--- src/rtl/br_cond_unit_pkg.sv ---
// Shared architectural widths, branch kind encodings, BO bit indices and
// the branch unit FSM state type.
package br_cond_unit_pkg;

  localparam int CR_WIDTH = 32;
  localparam int CR_DEPTH = 5;

  typedef enum logic [1:0] {
    BR_KIND_B     = 2'd0,
    BR_KIND_BC    = 2'd1,
    BR_KIND_BCLR  = 2'd2,
    BR_KIND_BCCTR = 2'd3
  } br_kind_e;

  // BO field bit positions, PowerPC numbering (bit 0 is the MSB).
  localparam int BO_NOCOND  = 0;
  localparam int BO_CONDVAL = 1;
  localparam int BO_NODEC   = 2;
  localparam int BO_CTRZ    = 3;

  typedef enum logic [1:0] {
    ST_IDLE = 2'd0,
    ST_EVAL = 2'd1,
    ST_RESP = 2'd2
  } br_state_e;

endpackage

--- src/rtl/br_cond_eval.sv ---
// Combinational branch condition evaluation: CTR decrement, BO/BI test,
// target and next-PC selection. The hint bit bo[4] never reaches here.
module br_cond_eval
  import br_cond_unit_pkg::*;
(
  input  logic [1:0]            kind,
  input  logic [0:3]            bo,
  input  logic [0:CR_DEPTH-1]   bi,
  input  logic                  aa,
  input  logic [0:31]           pc,
  input  logic [0:31]           imm,
  input  logic [0:CR_WIDTH-1]   cr_rd,
  input  logic [0:31]           ctr,
  input  logic [0:31]           lr,
  output logic                  taken,
  output logic [0:31]           target,
  output logic [0:31]           npc,
  output logic                  dec,
  output logic [0:31]           ctr_n
);

  logic        ctr_ok;
  logic        cond_ok;
  logic [0:31] seq_pc;

  // Resolve decrement, both conditions, and the destination address.
  always_comb begin
    dec     = (bo[BO_NODEC] == 1'b0) &&
              ((kind == BR_KIND_BC) || (kind == BR_KIND_BCLR));
    ctr_n   = ctr - 32'd1;
    ctr_ok  = 1'b1;
    if (dec) begin
      ctr_ok = (ctr_n != 32'd0) ^ bo[BO_CTRZ];
    end
    cond_ok = bo[BO_NOCOND] | (cr_rd[bi] == bo[BO_CONDVAL]);
    seq_pc  = pc + 32'd4;

    taken  = ctr_ok & cond_ok;
    target = aa ? imm : (pc + imm);
    case (kind)
      BR_KIND_B:     taken  = 1'b1;
      BR_KIND_BCLR:  target = lr & 32'hFFFF_FFFC;
      BR_KIND_BCCTR: target = ctr & 32'hFFFF_FFFC;
      default:       ;
    endcase

    npc = taken ? target : seq_pc;
  end

endmodule

--- src/rtl/br_cond_unit.sv ---
// Branch resolution unit: request capture, CR-busy stall, registered
// result, and ownership of the architectural CTR and LR.
module br_cond_unit
  import br_cond_unit_pkg::*;
(
  input  logic                clk,
  input  logic                rst,
  input  logic                req_valid,
  output logic                req_ready,
  input  logic [1:0]          kind,
  input  logic [0:4]          bo,
  input  logic [0:CR_DEPTH-1] bi,
  input  logic                aa,
  input  logic                lk,
  input  logic [0:31]         pc,
  input  logic [0:31]         imm,
  input  logic [0:CR_WIDTH-1] cr_rd,
  input  logic                cr_busy,
  input  logic                ctr_wr,
  input  logic                lr_wr,
  input  logic [0:31]         spr_wd,
  output logic                resp_valid,
  input  logic                resp_ready,
  output logic                taken,
  output logic [0:31]         target,
  output logic [0:31]         npc,
  output logic [0:31]         ctr_rd,
  output logic [0:31]         lr_rd
);

  br_state_e state_q, state_d;

  logic [1:0]          cap_kind;
  logic [0:3]          cap_bo;
  logic [0:CR_DEPTH-1] cap_bi;
  logic                cap_aa;
  logic                cap_lk;
  logic [0:31]         cap_pc;
  logic [0:31]         cap_imm;
  logic [0:31]         ctr_q;
  logic [0:31]         lr_q;

  logic                ev_taken;
  logic [0:31]         ev_target;
  logic [0:31]         ev_npc;
  logic                ev_dec;
  logic [0:31]         ev_ctr_n;

  logic                accept;
  logic                eval_fire;
  logic                unused_hint;

  // bo[4] is a static prediction hint with no effect on resolution.
  assign unused_hint = bo[4];

  assign req_ready  = (state_q == ST_IDLE);
  assign resp_valid = (state_q == ST_RESP);
  assign accept     = req_valid & req_ready;
  assign eval_fire  = (state_q == ST_EVAL) & ~cr_busy;
  assign ctr_rd     = ctr_q;
  assign lr_rd      = lr_q;

  br_cond_eval u_eval (
    .kind   (cap_kind),
    .bo     (cap_bo),
    .bi     (cap_bi),
    .aa     (cap_aa),
    .pc     (cap_pc),
    .imm    (cap_imm),
    .cr_rd  (cr_rd),
    .ctr    (ctr_q),
    .lr     (lr_q),
    .taken  (ev_taken),
    .target (ev_target),
    .npc    (ev_npc),
    .dec    (ev_dec),
    .ctr_n  (ev_ctr_n)
  );

  // State register.
  always_ff @(posedge clk) begin
    if (rst) state_q <= ST_IDLE;
    else     state_q <= state_d;
  end

  // Next-state: stall in EVAL while the CR write is still in flight.
  always_comb begin
    state_d = state_q;
    case (state_q)
      ST_IDLE: if (accept)     state_d = ST_EVAL;
      ST_EVAL: if (!cr_busy)   state_d = ST_RESP;
      ST_RESP: if (resp_ready) state_d = ST_IDLE;
      default:                 state_d = ST_IDLE;
    endcase
  end

  // Capture the decoded branch fields on request acceptance.
  always_ff @(posedge clk) begin
    if (rst) begin
      cap_kind <= '0;
      cap_bo   <= '0;
      cap_bi   <= '0;
      cap_aa   <= 1'b0;
      cap_lk   <= 1'b0;
      cap_pc   <= '0;
      cap_imm  <= '0;
    end else if (accept) begin
      cap_kind <= kind;
      cap_bo   <= bo[0:3];
      cap_bi   <= bi;
      cap_aa   <= aa;
      cap_lk   <= lk;
      cap_pc   <= pc;
      cap_imm  <= imm;
    end
  end

  // Result registers load once, on the edge leaving EVAL, and hold in RESP.
  always_ff @(posedge clk) begin
    if (rst) begin
      taken  <= 1'b0;
      target <= '0;
      npc    <= '0;
    end else if (eval_fire) begin
      taken  <= ev_taken;
      target <= ev_target;
      npc    <= ev_npc;
    end
  end

  // CTR: branch decrement takes priority over a same-edge mtspr.
  always_ff @(posedge clk) begin
    if (rst)                    ctr_q <= '0;
    else if (eval_fire && ev_dec) ctr_q <= ev_ctr_n;
    else if (ctr_wr)            ctr_q <= spr_wd;
  end

  // LR: link update takes priority over a same-edge mtspr.
  always_ff @(posedge clk) begin
    if (rst)                    lr_q <= '0;
    else if (eval_fire && cap_lk) lr_q <= cap_pc + 32'd4;
    else if (lr_wr)             lr_q <= spr_wd;
  end

endmodule

--- config.mk ---
export PLATFORM = sky130hd
export DESIGN_NAME = br_cond_unit
export DESIGN_NICKNAME = d
export VERILOG_FILES = /design/src/rtl/br_cond_unit_pkg.sv /design/src/rtl/br_cond_eval.sv /design/src/rtl/br_cond_unit.sv
export SDC_FILE = /design/constraint.sdc
export NUM_CORES = 1
export LEC_CHECK = 0
export ABC_AREA = 1
export CAP_MARGIN = 10
export CORE_MARGIN = 5
export CORE_UTILIZATION = 40
export CTS_CLUSTER_SIZE = 28
export DETAILED_ROUTE_END_ITERATION = 6
export GPL_ROUTABILITY_DRIVEN = 0
export PLACE_DENSITY_LB_ADDON = 0.25
export SLEW_MARGIN = 0
export SYNTH_ARGS = -nofsm -noshare
export SYNTH_HDL_FRONTEND = slang
export SYNTH_HIERARCHICAL = 1
export SYNTH_SLANG_ARGS = --single-unit
--- constraint.sdc ---
create_clock -name clk -period 5.3 [get_ports clk]
set_input_delay 1.06 -clock clk [delete_from_list [all_inputs] [get_ports clk]]
set_output_delay 1.06 -clock clk [all_outputs]
set_load 0.05 [all_outputs]
Fig. 1: cells coloured by class
Fill, decap, tap and diode cells in grey.
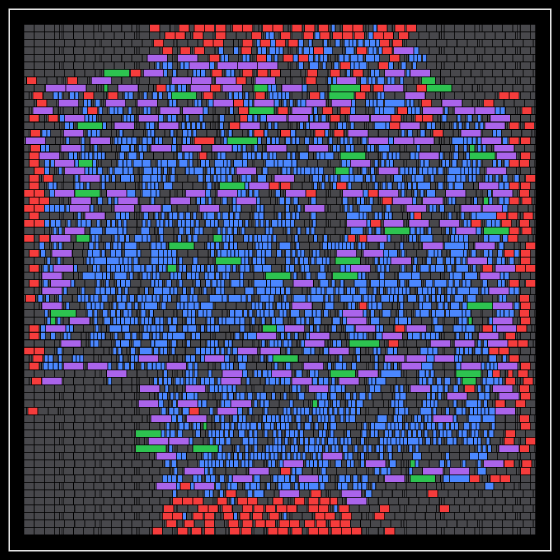
Green is clock drivers and dummy loads, cells 46, share of their area 5.3%. Red is other buffers and delay cells, cells 288, share of their area 17%. Purple is flip-flops, cells 208, share of their area 24%. Blue is all other logic, cells 1915, share of their area 53%.
sequential cell area share: 0.2365
post-route cell area: 0.01761 mm2

Fig. 2: metal 1
Scale bar: 50 um. Cells faint in the background.
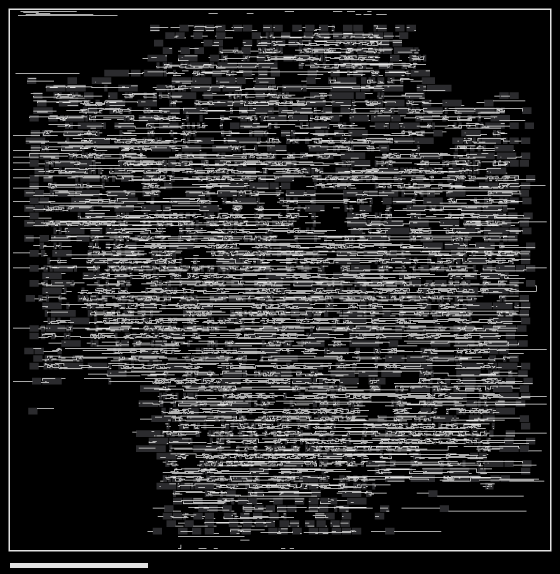
The layer carries 22.2 mm of wire. The longest straight run is 61.6 um. The wires run mostly horizontal. The layer holds 40% of the routed length. 2427 nets have wire on it.
DRT Wirelength: 55120 um
met1 GRT Util: 0.3606

==> results.py <==
# Metrics from the implementation run
metrics = {
    "status": {
        "status": "finished, final reports clean",
    },
    "clock_network": {
        "clock-sinks": 208,
        "max-clock-path-buffers": 3,
        "cts_setup_buffers": 0,
        "root_buffer": "clkbuf_16",
        "h-tree-depth": 1,
        "post_cts_resized": 0,
        "cts_tree": "yes",
        "clk_pin_slew_ns": 0.06,
        "insertion_delay_ns": 0.54,
        "cts_hold_buf": 0,
    },
    "final_layout": {
        "antenna_cells": 2,
        "seq_cells": 208,
        "logic_gates": 1733,
        "comb_share": 0.4781,
        "fin_util": 0.5135,
        "final-comb-area_mm2": 0.008418,
        "buf_share": 0.1627,
        "regArea_mm2": 0.004164,
        "clock_area_frac": 0.05088,
        "drive_gt1_frac": 0.04274,
        "nNonClkInverters": 182,
        "buffers": 288,
        "final.fill_count": 3479,
        "largest_class": "logic gates",
        "syn2layout_area_growth_pct": 27.78,
        "nNetsFinal": 2626,
    },
    "min_path": {
        "hold_path.class": "reg -> reg",
        "hold_path_depth": 2,
        "min_to": "lr_rd[31]",
        "worstHoldStart": "lr_rd[31]",
    },
    "timing": {
        "setup_tns_ns": 0,
        "worst_pin_slew_ns": 1.151,
        "max_freq_mhz": 279.8,
        "hold_ws_ns": 0.4676,
        "setup_viol": 0,
        "rsz0062_at_grt": "no",
        "hold_viol_final": 0,
        "slew_violations": 0,
        "maxSlewHeadroom": 0.2317,
        "fin_crit_sh": 0.6744,
        "period_minus_slack_ns": 3.574,
        "final.setup_skew_ns": 0.01346,
    },
    "grt": {
        "grt_use_met3": 0.03468,
        "gr-usage-all-layers": 0.2718,
        "grt_remaining_overflow": 0,
        "grt_max_degree": 120,
        "grt_pass1_wl_um": 83870,
        "busiest_layer": "met2",
        "use_met2": 0.4432,
        "grt_pass1_vias": 14620,
        "antenna_found_initial": 2,
    },
    "drt": {
        "drt_first_pass_iters": 7,
        "drc": 0,
        "via_count": 16129,
        "ant_nets": 0,
        "via_per_inst": 5.535,
        "wl_met1_um": 22200,
        "route.detailed.wl_per_inst_um": 18.91,
        "met2WireLength_um": 24870,
        "dr.max_layer_used": "met4",
        "wl_met3_um": 4936,
        "drtIter0Drc": 2066,
    },
    "floorplan": {
        "ios": 280,
        "die_height_um": 195.6,
        "core_mm2": 0.03429,
        "die-area_mm2": 0.03826,
        "fp.dieW_um": 195.6,
        "taps": 455,
        "rows": 68,
        "fp-utilization": 0.4019,
    },
    "logic_synthesis": {
        "synthesis.nets": 2410,
        "synth-simple-area-share": 0.3632,
        "fa_ha_area_frac": 0.03596,
        "synth_warnings": 6,
        "ys.flop_type": "dfxtp_1",
        "yosys-stat-cells": 2222,
        "syn_inst": 2222,
        "ys_types": 48,
        "ys_sh_xor": 0.03559,
        "avgSynthCellArea_um2": 6.201,
        "ys_sh_mux": 0.001453,
        "ys.flops": 208,
        "yosys-stat-area_mm2": 0.01378,
        "edf_count": 0,
        "synthArstFlopShare": 0,
        "ys_seq_share": 0.3022,
        "syn_area_mm2": 0.01378,
        "aoi_share": 0.1747,
        "top_logic_kind": "simple AND/OR/NAND/NOR gates",
    },
    "worst_setup_path": {
        "critPathMaxFanout": 33,
        "max_stage_delay_ns": 0.35,
        "r2r-start": "ctr_rd[31]",
        "arrival_ns": 3.99,
        "worstSetupPathType": "reg -> reg",
        "crit_path_cell_trace": "inv_1, ha_1, inv_1, nor2_4, nand2_1, o21ai_1, nand2_1, nor2_1, nand2_1, nor2_1, nand3_1, nand2_1, nand3_2, nand2_4, nand2_4, nand2_1, nand2_1, nor2_1, nor2_1",
        "worst_setup_path_start_kind": "register",
        "required_ns": 5.72,
        "critical-path-slowest-cell": "nand2_4",
        "r2r_end": "npc[3]",
        "path_buffers": 2,
        "r2r_slack_ns": 1.73,
        "cpLargestDelayFamily": "simple AND/OR/NAND/NOR gates",
        "end_kind": "register",
        "crit_top_cell": "nand2_1",
        "worst_r2r_path_depth": 19,
    },
    "pwr": {
        "leakagePower_nw": 7.504,
        "ir_worst_vdd_v": 0.0002184,
        "power.density_mw_per_mm2": 302.8,
    },
    "placement": {
        "portBuffers": 278,
        "place_hpwl_um": 42320,
    },
    "job": {
        "cap_violations": 0,
        "warnings": 32,
    },
}
Fig. 3: clock wiring as the flow saved it
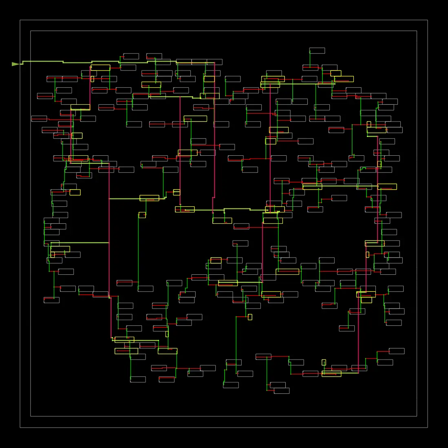
clock buf count: 35
number of CTS-inserted buffers: 25

state kept, by name (all words and copies together) (netlist names):
| signal | count |
|---|---|
| npc | 32 |
| cap_imm | 32 |
| ctr_rd | 32 |
| cap_lk | 1 |
| cap_kind | 2 |
| target | 32 |
| cap_bi | 5 |
| cap_bo | 4 |
| cap_pc | 32 |
| lr_rd | 32 |
| cap_aa | 1 |
| taken | 1 |
| state_q | 2 |
cell usage in the layout (no fill, tap or decap), types with 8 or more instances in the layout:
cell type | netlist | routed
a21oi_1 | 92 | 92
a31oi_1 | 28 | 28
buf_4 | 12 | 9
clkbuf_16 | 0 | 25
clkdlybuf4s50_1 | 0 | 277
dfxtp_1 | 208 | 208
ha_1 | 38 | 38
inv_1 | 176 | 175
nand2_1 | 473 | 473
nand2_2 | 15 | 15
nand3_1 | 150 | 150
nand4_1 | 22 | 22
nor2_1 | 483 | 483
nor2_2 | 8 | 8
nor3_1 | 18 | 18
o211ai_1 | 10 | 10
o21ai_0 | 240 | 240
o21ai_1 | 23 | 23
o221ai_1 | 15 | 15
xnor2_1 | 17 | 17
xor2_1 | 39 | 39
where the power goes:
group	internal, mW	switching [mW]	total [mW]
clock	1.16	0.711	1.87
combinational	0.538	1.07	1.61
sequential	1.68	0.166	1.85
total	3.38	1.95	5.33
through the flow:
step	instances	total power [mW]	instance area, um2	worst slack, ns
final	2914	5.331	17610	1.726
after detailed placement	2866	3.461	16710	1.652
after floorplan	2222	2.891	13780	2.564
after global routing	2914	5.566	17610	1.322
after global placement	2866	3.444	16710	1.763
after CTS	2912	5.330	17600	1.849
cell usage after synthesis, drive strengths merged, types with 2 or more instances:
| cell | number | share of area |
|---|---|---|
| ha | 38 | 0.035 |
| clkbuf | 58 | 0.016 |
| nand3b | 3 | 0.0016 |
| nor4 | 3 | 0.0014 |
| a21boi | 4 | 0.0022 |
| o21bai | 7 | 0.0038 |
| o21a | 2 | 0.0011 |
| buf | 41 | 0.021 |
| a21oi | 92 | 0.033 |
| dfxtp | 208 | 0.30 |
| a21o | 4 | 0.0022 |
| xor2 | 39 | 0.025 |
| o22ai | 5 | 0.0023 |
| a311oi | 4 | 0.0025 |
| nor3 | 20 | 0.0080 |
| nor2 | 501 | 0.15 |
| inv | 181 | 0.050 |
| a31o | 2 | 0.0013 |
| mux2i | 2 | 0.0015 |
| o221ai | 15 | 0.0095 |
| a211oi | 4 | 0.0022 |
| a31oi | 28 | 0.013 |
| nand2 | 493 | 0.14 |
| nand3 | 151 | 0.055 |
| o211ai | 10 | 0.0054 |
| o21ai | 263 | 0.096 |
| nand4 | 22 | 0.010 |
| xnor2 | 17 | 0.011 |
worst max-delay path by stage:
stage / startpoint / to / slack (ns) / cells past startpoint
2_1_floorplan: ctr_rd[31] / npc[16] / 2.56 / 21
3_3_place_gp: cr_rd[26] / npc[5] / 1.76 / 14
3_5_place_dp: cr_rd[14] / npc[24] / 1.65 / 16
4_1_cts: ctr_rd[31] / npc[24] / 1.85 / 19
5_1_grt: ctr_rd[31] / npc[20] / 1.32 / 19
6_report: ctr_rd[31] / npc[3] / 1.73 / 19
Power and IR drop assume default switching activity.
